--- src/rtl/syn_fgyrus_pcm_fetch_if.sv ---
// Bus bundle between the PCM fetch block, the audio cache Fgyrus memory port
// and the FFT sample RAM / engine.
interface syn_fgyrus_pcm_fetch_if #(
    parameter int P_ADDR_W = 7,
    parameter int P_PCM_W  = 32
);
    logic                   mem_rd_en;
    logic [P_ADDR_W-1:0]    mem_addr;
    logic [P_PCM_W-1:0]     lchnnl_rdata;
    logic [P_PCM_W-1:0]     rchnnl_rdata;
    logic                   mem_rd_valid;
    logic                   fft_busy;
    logic                   fft_wr_en;
    logic [P_ADDR_W-1:0]    fft_wr_addr;
    logic [2*P_PCM_W-1:0]   fft_wr_data;
    logic                   fft_start_oh;

    modport master (
        output mem_rd_en, mem_addr, fft_wr_en, fft_wr_addr, fft_wr_data, fft_start_oh,
        input  lchnnl_rdata, rchnnl_rdata, mem_rd_valid, fft_busy
    );

    modport slave (
        input  mem_rd_en, mem_addr, fft_wr_en, fft_wr_addr, fft_wr_data, fft_start_oh,
        output lchnnl_rdata, rchnnl_rdata, mem_rd_valid, fft_busy
    );
endinterface

--- src/rtl/syn_fgyrus_pcm_fetch.sv ---
// Copies one frame of L/R PCM sample pairs from the audio cache into the FFT
// sample RAM at bit-reversed addresses, then pulses the FFT engine to start.
module syn_fgyrus_pcm_fetch #(
    parameter int P_ADDR_W      = 7,
    parameter int P_NUM_SAMPLES = 128,
    parameter int P_PCM_W       = 32
) (
    input  logic                           clk_ir,
    input  logic                           rst_sync_l,
    input  logic                           pcm_data_rdy_oh,
    syn_fgyrus_pcm_fetch_if.master         bus,
    output logic                           busy,
    output logic [7:0]                     ovrn_cnt
);

    localparam int CNT_W = P_ADDR_W + 1;
    localparam logic [P_ADDR_W-1:0] LAST_REQ = P_ADDR_W'(P_NUM_SAMPLES - 1);
    localparam logic [CNT_W-1:0]    NUM_RSP  = CNT_W'(P_NUM_SAMPLES);

    typedef enum logic [2:0] {
        S_IDLE,
        S_WAIT_FFT,
        S_FETCH,
        S_DRAIN,
        S_DONE
    } state_e;

    state_e                 state_q, state_d;
    logic [P_ADDR_W-1:0]    req_cnt_q, req_cnt_d;
    logic [CNT_W-1:0]       rsp_cnt_q, rsp_cnt_d;
    logic                   mem_rd_en_q, mem_rd_en_d;
    logic                   fft_wr_en_q, fft_wr_en_d;
    logic [P_ADDR_W-1:0]    fft_wr_addr_q, fft_wr_addr_d;
    logic [2*P_PCM_W-1:0]   fft_wr_data_q, fft_wr_data_d;
    logic                   fft_start_oh_q, fft_start_oh_d;
    logic                   busy_q, busy_d;
    logic [7:0]             ovrn_cnt_q, ovrn_cnt_d;
    logic                   rsp_accept;

    function automatic logic [P_ADDR_W-1:0] bitrev(input logic [P_ADDR_W-1:0] v);
        logic [P_ADDR_W-1:0] r;
        for (int i = 0; i < P_ADDR_W; i++) begin
            r[i] = v[P_ADDR_W-1-i];
        end
        return r;
    endfunction

    // NOTE: every flop updates with <= so all registers see pre-edge values.
    always_ff @(posedge clk_ir or negedge rst_sync_l) begin
        if (!rst_sync_l) begin
            state_q        <= S_IDLE;
            req_cnt_q      <= '0;
            rsp_cnt_q      <= '0;
            mem_rd_en_q    <= 1'b0;
            fft_wr_en_q    <= 1'b0;
            fft_wr_addr_q  <= '0;
            fft_wr_data_q  <= '0;
            fft_start_oh_q <= 1'b0;
            busy_q         <= 1'b0;
            ovrn_cnt_q     <= '0;
        end else begin
            state_q        <= state_d;
            req_cnt_q      <= req_cnt_d;
            rsp_cnt_q      <= rsp_cnt_d;
            mem_rd_en_q    <= mem_rd_en_d;
            fft_wr_en_q    <= fft_wr_en_d;
            fft_wr_addr_q  <= fft_wr_addr_d;
            fft_wr_data_q  <= fft_wr_data_d;
            fft_start_oh_q <= fft_start_oh_d;
            busy_q         <= busy_d;
            ovrn_cnt_q     <= ovrn_cnt_d;
        end
    end

    // NOTE: state_d defaults to state_q first so no path leaves it unassigned.
    always_comb begin
        state_d = state_q;
        unique case (state_q)
            S_IDLE:     if (pcm_data_rdy_oh) state_d = bus.fft_busy ? S_WAIT_FFT : S_FETCH;
            S_WAIT_FFT: if (!bus.fft_busy) state_d = S_FETCH;
            S_FETCH:    if (req_cnt_q == LAST_REQ) state_d = S_DRAIN;
            S_DRAIN:    if (rsp_cnt_q == NUM_RSP) state_d = S_DONE;
            S_DONE:     state_d = S_IDLE;
            default:    state_d = S_IDLE;
        endcase
    end

    // Outputs are computed from state_d so each lands in its flop aligned with the state.
    always_comb begin
        req_cnt_d      = req_cnt_q;
        rsp_cnt_d      = rsp_cnt_q;
        fft_wr_addr_d  = fft_wr_addr_q;
        fft_wr_data_d  = fft_wr_data_q;
        ovrn_cnt_d     = ovrn_cnt_q;

        rsp_accept = ((state_q == S_FETCH) || (state_q == S_DRAIN)) &&
                     bus.mem_rd_valid && (rsp_cnt_q < NUM_RSP);

        // req_cnt doubles as mem_addr; it wraps to 0 after the last index.
        if (state_q == S_FETCH) req_cnt_d = req_cnt_q + 1'b1;

        if (rsp_accept) begin
            fft_wr_addr_d = bitrev(rsp_cnt_q[P_ADDR_W-1:0]);
            fft_wr_data_d = {bus.rchnnl_rdata, bus.lchnnl_rdata};
            rsp_cnt_d     = rsp_cnt_q + 1'b1;
        end

        if (state_q == S_DONE) begin
            req_cnt_d = '0;
            rsp_cnt_d = '0;
        end

        if (pcm_data_rdy_oh && (state_q != S_IDLE) && (ovrn_cnt_q != 8'hFF)) begin
            ovrn_cnt_d = ovrn_cnt_q + 8'd1;
        end

        mem_rd_en_d    = (state_d == S_FETCH);
        fft_wr_en_d    = rsp_accept;
        fft_start_oh_d = (state_d == S_DONE);
        busy_d         = (state_d != S_IDLE);
    end

    assign bus.mem_rd_en    = mem_rd_en_q;
    assign bus.mem_addr     = req_cnt_q;
    assign bus.fft_wr_en    = fft_wr_en_q;
    assign bus.fft_wr_addr  = fft_wr_addr_q;
    assign bus.fft_wr_data  = fft_wr_data_q;
    assign bus.fft_start_oh = fft_start_oh_q;
    assign busy             = busy_q;
    assign ovrn_cnt         = ovrn_cnt_q;

endmodule

--- src/flat_wrapper.sv ---
// flat-port wrapper written by rule: the top's interface ports become plain ports
module syn_fgyrus_pcm_fetch_flat 
#(
    parameter int P_ADDR_W      = 7,
    parameter int P_NUM_SAMPLES = 128,
    parameter int P_PCM_W       = 32
)
  (clk_ir, rst_sync_l, pcm_data_rdy_oh, busy, ovrn_cnt, bus_mem_rd_en, bus_mem_addr, bus_fft_wr_en, bus_fft_wr_addr, bus_fft_wr_data, bus_fft_start_oh, bus_lchnnl_rdata, bus_rchnnl_rdata, bus_mem_rd_valid, bus_fft_busy);
  syn_fgyrus_pcm_fetch_if #(.P_ADDR_W(P_ADDR_W), .P_PCM_W(P_PCM_W)) bus_i ();
  input  logic clk_ir;
  input  logic rst_sync_l;
  input  logic pcm_data_rdy_oh;
  output logic busy;
  output logic [7:0] ovrn_cnt;
  output wire logic [$bits(bus_i.mem_rd_en)-1:0] bus_mem_rd_en;
  output wire logic [$bits(bus_i.mem_addr)-1:0] bus_mem_addr;
  output wire logic [$bits(bus_i.fft_wr_en)-1:0] bus_fft_wr_en;
  output wire logic [$bits(bus_i.fft_wr_addr)-1:0] bus_fft_wr_addr;
  output wire logic [$bits(bus_i.fft_wr_data)-1:0] bus_fft_wr_data;
  output wire logic [$bits(bus_i.fft_start_oh)-1:0] bus_fft_start_oh;
  input wire logic [$bits(bus_i.lchnnl_rdata)-1:0] bus_lchnnl_rdata;
  input wire logic [$bits(bus_i.rchnnl_rdata)-1:0] bus_rchnnl_rdata;
  input wire logic [$bits(bus_i.mem_rd_valid)-1:0] bus_mem_rd_valid;
  input wire logic [$bits(bus_i.fft_busy)-1:0] bus_fft_busy;
  assign bus_mem_rd_en = bus_i.mem_rd_en;
  assign bus_mem_addr = bus_i.mem_addr;
  assign bus_fft_wr_en = bus_i.fft_wr_en;
  assign bus_fft_wr_addr = bus_i.fft_wr_addr;
  assign bus_fft_wr_data = bus_i.fft_wr_data;
  assign bus_fft_start_oh = bus_i.fft_start_oh;
  assign bus_i.lchnnl_rdata = bus_lchnnl_rdata;
  assign bus_i.rchnnl_rdata = bus_rchnnl_rdata;
  assign bus_i.mem_rd_valid = bus_mem_rd_valid;
  assign bus_i.fft_busy = bus_fft_busy;
  syn_fgyrus_pcm_fetch #(.P_ADDR_W(P_ADDR_W), .P_NUM_SAMPLES(P_NUM_SAMPLES), .P_PCM_W(P_PCM_W)) u_core (.clk_ir(clk_ir), .rst_sync_l(rst_sync_l), .pcm_data_rdy_oh(pcm_data_rdy_oh), .bus(bus_i), .busy(busy), .ovrn_cnt(ovrn_cnt));
endmodule
--- config.mk ---
export PLATFORM = sky130hd
export DESIGN_NAME = syn_fgyrus_pcm_fetch_flat
export DESIGN_NICKNAME = d
export VERILOG_FILES = /design/src/rtl/syn_fgyrus_pcm_fetch_if.sv /design/src/rtl/syn_fgyrus_pcm_fetch.sv /design/src/flat_wrapper.sv
export SDC_FILE = /design/constraint.sdc
export NUM_CORES = 1
export LEC_CHECK = 0
export CAP_MARGIN = 30
export CORE_MARGIN = 3
export CORE_UTILIZATION = 44
export CTS_CLUSTER_DIAMETER = 50
export DETAILED_ROUTE_END_ITERATION = 8
export GPL_ROUTABILITY_DRIVEN = 0
export GPL_TIMING_DRIVEN = 0
export PLACE_DENSITY_LB_ADDON = 0.15
export SYNTH_ARGS = -nofsm -noshare
export SYNTH_HDL_FRONTEND = slang
export SYNTH_SLANG_ARGS = --single-unit
--- constraint.sdc ---
create_clock -name clk_ir -period 1.7 [get_ports clk_ir]
set_input_delay 0.34 -clock clk_ir [delete_from_list [all_inputs] [get_ports clk_ir]]
set_output_delay 0.34 -clock clk_ir [all_outputs]
set_load 0.03 [all_outputs]
**Routed clock nets over the placement**

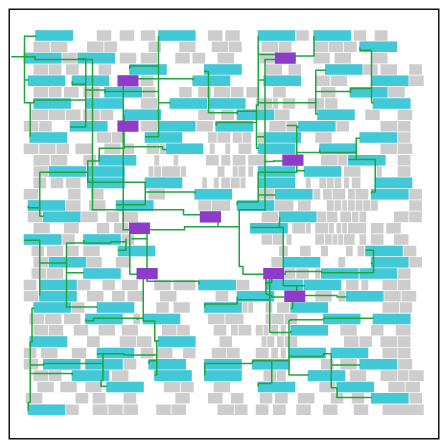
legend:
  clock-net drivers:
    color: purple
    count: 9
  flip-flops:
    color: cyan
    count: 101
  clock wires:
    color: green
    length: 1180 um
flops lie: spread over the die
Latency at later pin: 360 ps
clock share of power: 19.2%
Clk. pwr: 1.34 mW
final worst clock skew: 14.4 ps

**Ports around the boundary**

Pins as bars across the die edge, other pins in gray.
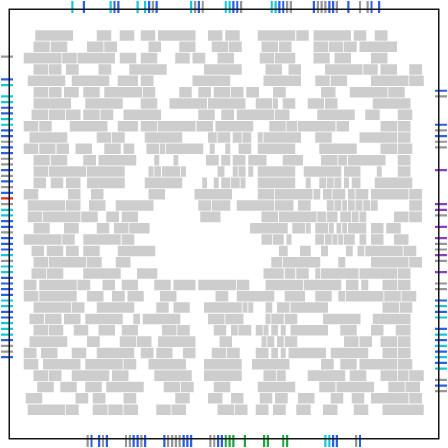
legend:
  ovrn_cnt:
    color: green
    pins: 8
    direction: output
    edge: south
  bus_mem_addr:
    color: purple
    pins: 7
    direction: output
    edge: east
  bus_fft_wr_data:
    color: blue
    pins: 64
    direction: output
    edge: 23 west, 16 north, 15 south, 10 east
  bus_fft_wr_en:
    color: red
    pins: 1
    direction: output
    edge: west
  bus_rchnnl_rdata:
    color: cyan
    pins: 32
    direction: input
    edge: 15 west, 9 north, 6 east, 2 south
all pins by edge: 50 west, 37 north, 37 south, 35 east
Port Buf Inserts: 158
die width: 103 um

**Routed metal, one color a layer**

The bar under the picture is 20 um long.
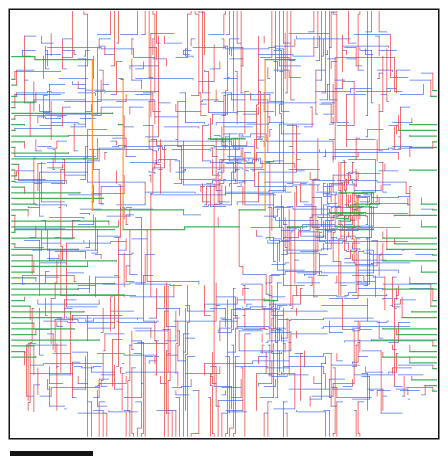
legend:
  M1:
    color: blue
    wire_length: 3470 um
  M2:
    color: red
    wire_length: 4240 um
  M3:
    color: green
    wire_length: 858 um
  M4:
    color: orange
    wire_length: 112 um
Wirelength per Cell: 15.1 um
gr usage total: 16.9%
DR vias: 2908

**Port wiring**

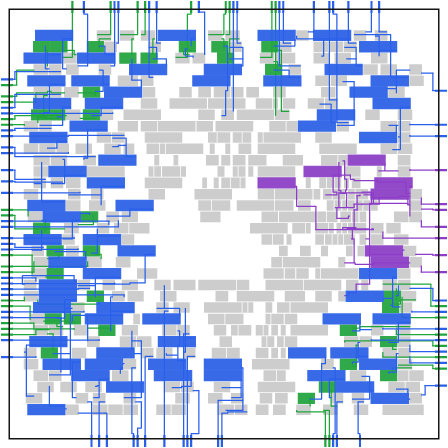
legend:
  bus_rchnnl_rdata:
    color: green
    direction: input
    edge: 15 west, 9 north, 6 east, 2 south
    end_cells: 32
    buffers: 32
    wire: 548 um
  bus_fft_wr_data:
    color: blue
    direction: output
    edge: 23 west, 16 north, 15 south, 10 east
    end_cells: 64
    buffers: 64
    wire: 1710 um
  bus_mem_addr:
    color: purple
    direction: output
    edge: east
    end_cells: 7
    buffers: 7
    wire: 286 um
IO Pins: 159

==> results.json <==
{
  "status": "completed",
  "leakage_nw": 2.68,
  "non_clock_inverter_count": 6,
  "swShare_pct": 37.4,
  "top_layer_used": "met4",
  "cp_slowest_cell": "dfrtp_1",
  "first_global_vias": 2941,
  "arrival_ps": 1260,
  "cts_buffer_depth": 2,
  "dr_wl_met2_mm": 4.24,
  "diodes": 0,
  "seqPwrFrac_pct": 47.1,
  "r2r-end": "u_core.bus.mem_rd_en$_DFF_PN0_",
  "cts_root_buffer": "clkbuf_8",
  "crit_cells": 1,
  "yosys-stat-area_um2": 4110,
  "pg_seq_mw": 3.29,
  "synth.area.top_cells": "dfrtp_1, mux2_2, xor2_1",
  "cts_sinks": 101,
  "slowest_delay_ps": 460,
  "vdd_drop_max_uv": 557,
  "rows": 34,
  "min_period_ps": 1600,
  "buf_share_pct": 27.5,
  "tap_cells": 108,
  "setup_ws_ps": 101,
  "logic_gates": 172,
  "layout_top_cells": "dfrtp_1, dlygate4sd2_1, mux2_2, clkdlybuf4s50_1, nor2_1",
  "largestClassByArea": "flip-flops and latches",
  "fp_util_pct": 46.2,
  "cts_hold_buffers": 1,
  "wl_met1_mm": 3.47,
  "seq_cells": 101,
  "slew_headroom_pct": 66.8,
  "fin_crit_sh_pct": 94.0,
  "grt_pass1_wl_mm": 13.8,
  "chipArea_um2": 10500,
  "finalSetupViolCount": 0,
  "post_dp_cell_area_um2": 5850,
  "top_power_group": "registers",
  "wl_mm": 8.68,
  "finalInstanceArea_um2": 5930,
  "core_um2": 8890,
  "fmax_mhz": 626,
  "crit_buf_inv": 1,
  "clkCellAreaFrac_pct": 2.83,
  "synth.top_cell.area_share_pct": 61.5,
  "powerDensity_nw_per_um2": 1180,
  "drv_cap": 0,
  "seq_share_pct": 42.7,
  "hold_path_class": "primary input to async pin",
  "cp_cell_sequence": "dlygate4sd2_1",
  "syn_to_final_growth_pct": 44.1,
  "worstSetupPathType": "flip-flop to output port",
  "synth.most_common_cell": "dfrtp_1",
  "synth_area_um2": 4110,
  "busiest_layer": "met2",
  "cts_tree": "done",
  "cts_resized": 90,
  "power.total_mw": 6.99,
  "rsz0062_at_grt": "no",
  "switchingPower_mw": 2.62,
  "worst_hold_slack_ps": 472,
  "seqCellArea_um2": 2530,
  "reg2reg_slack_ps": 100,
  "flop_cell": "dfrtp_1",
  "dp_slack_ps": -199,
  "gr-usage-met2_pct": 27.1,
  "avgSynthCellArea_um2": 14.1,
  "setup_tns_ps": 0,
  "final_util_pct": 66.6,
  "startpoint": "u_core.ovrn_cnt[3]$_DFFE_PN0P_",
  "ys_cells": 292,
  "cts_setup_buffers": 0,
  "cp-endpoint": "ovrn_cnt[3]",
  "grt_overflow_total": 0,
  "fillers": 731,
  "drv_slew": 0,
  "drc": 0,
  "crit_family": "flip-flops",
  "common_cells": "dfrtp_1, mux2_2, nor2_1",
  "comb_power_share_pct": 33.7,
  "grt_max_degree": 65,
  "comb_area_um2": 1440,
  "antenna_found_initial": 0,
  "yosys_warnings": 0,
  "crit_path_end_kind": "output port",
  "n_clock_buffer": 11,
  "htreeDepth": 3,
  "final_nets": 536,
  "placedCellCount": 559,
  "ys_types": 37,
  "drive_above_1_share_pct": 22.4,
  "first_pass_iters": 4,
  "met3_usage_pct": 6.56,
  "pg_comb_mw": 2.35,
  "syn_nets": 365,
  "clkSlewWorstSetupHoldPaths_ps": 100,
  "n_all_buffers": 173,
  "comb_share_pct": 24.3,
  "hpwlAfterDp_mm": 6.54,
  "vias_per_cell": 5.05,
  "cts_made_buffers": 9,
  "lay_top_count": "dfrtp_1",
  "route.met3.wl_um": 858,
  "worstPathMaxFanout": 6,
  "timing.rr.start": "u_core.bus.mem_addr[0]$_DFFE_PN0P_",
  "yosysTopAreaCell": "dfrtp_1",
  "tool_warnings": 27,
  "ys_ff": 101,
  "syn_inst": 292,
  "postSynthSeqShare_pct": 61.5,
  "antenna_left": 0,
  "synthArstFlopShare_pct": 100,
  "grt_use_met1_pct": 20.6,
  "finalHoldViolCount": 0,
  "synth-edff-count": 0,
  "worst_slew_pin_slew_ps": 497,
  "start_kind": "flip-flop",
  "critical_path_required_ps": 1360,
  "first_iter_violations": 67
}
## logic make-up (layout without fill, tap and decap cells)
logic type,Yosys count,after routing,synth area share [%]
AND/OR/NAND/NOR,57,57,7.21
flip-flops,101,101,61.5
buffers and inverters,19,195,3.59
AND-OR/OR-AND,24,24,3.53
multiplexers,73,73,20.0
XOR/XNOR,14,14,2.98
adder cells (fa/ha/maj),4,4,1.22
## registers in the layout, indices dropped and copies added (netlist names)
name                     count
u_core.busy                  1
u_core.bus.fft_start_oh      1
u_core.bus.fft_wr_addr       7
u_core.bus.mem_rd_en         1
u_core.ovrn_cnt              8
u_core.bus.mem_addr          7
u_core.rsp_cnt_q             8
u_core.bus.fft_wr_en         1
u_core.bus.fft_wr_data      64
u_core.state_q               3
Power is estimated from default activity; no workload was simulated.
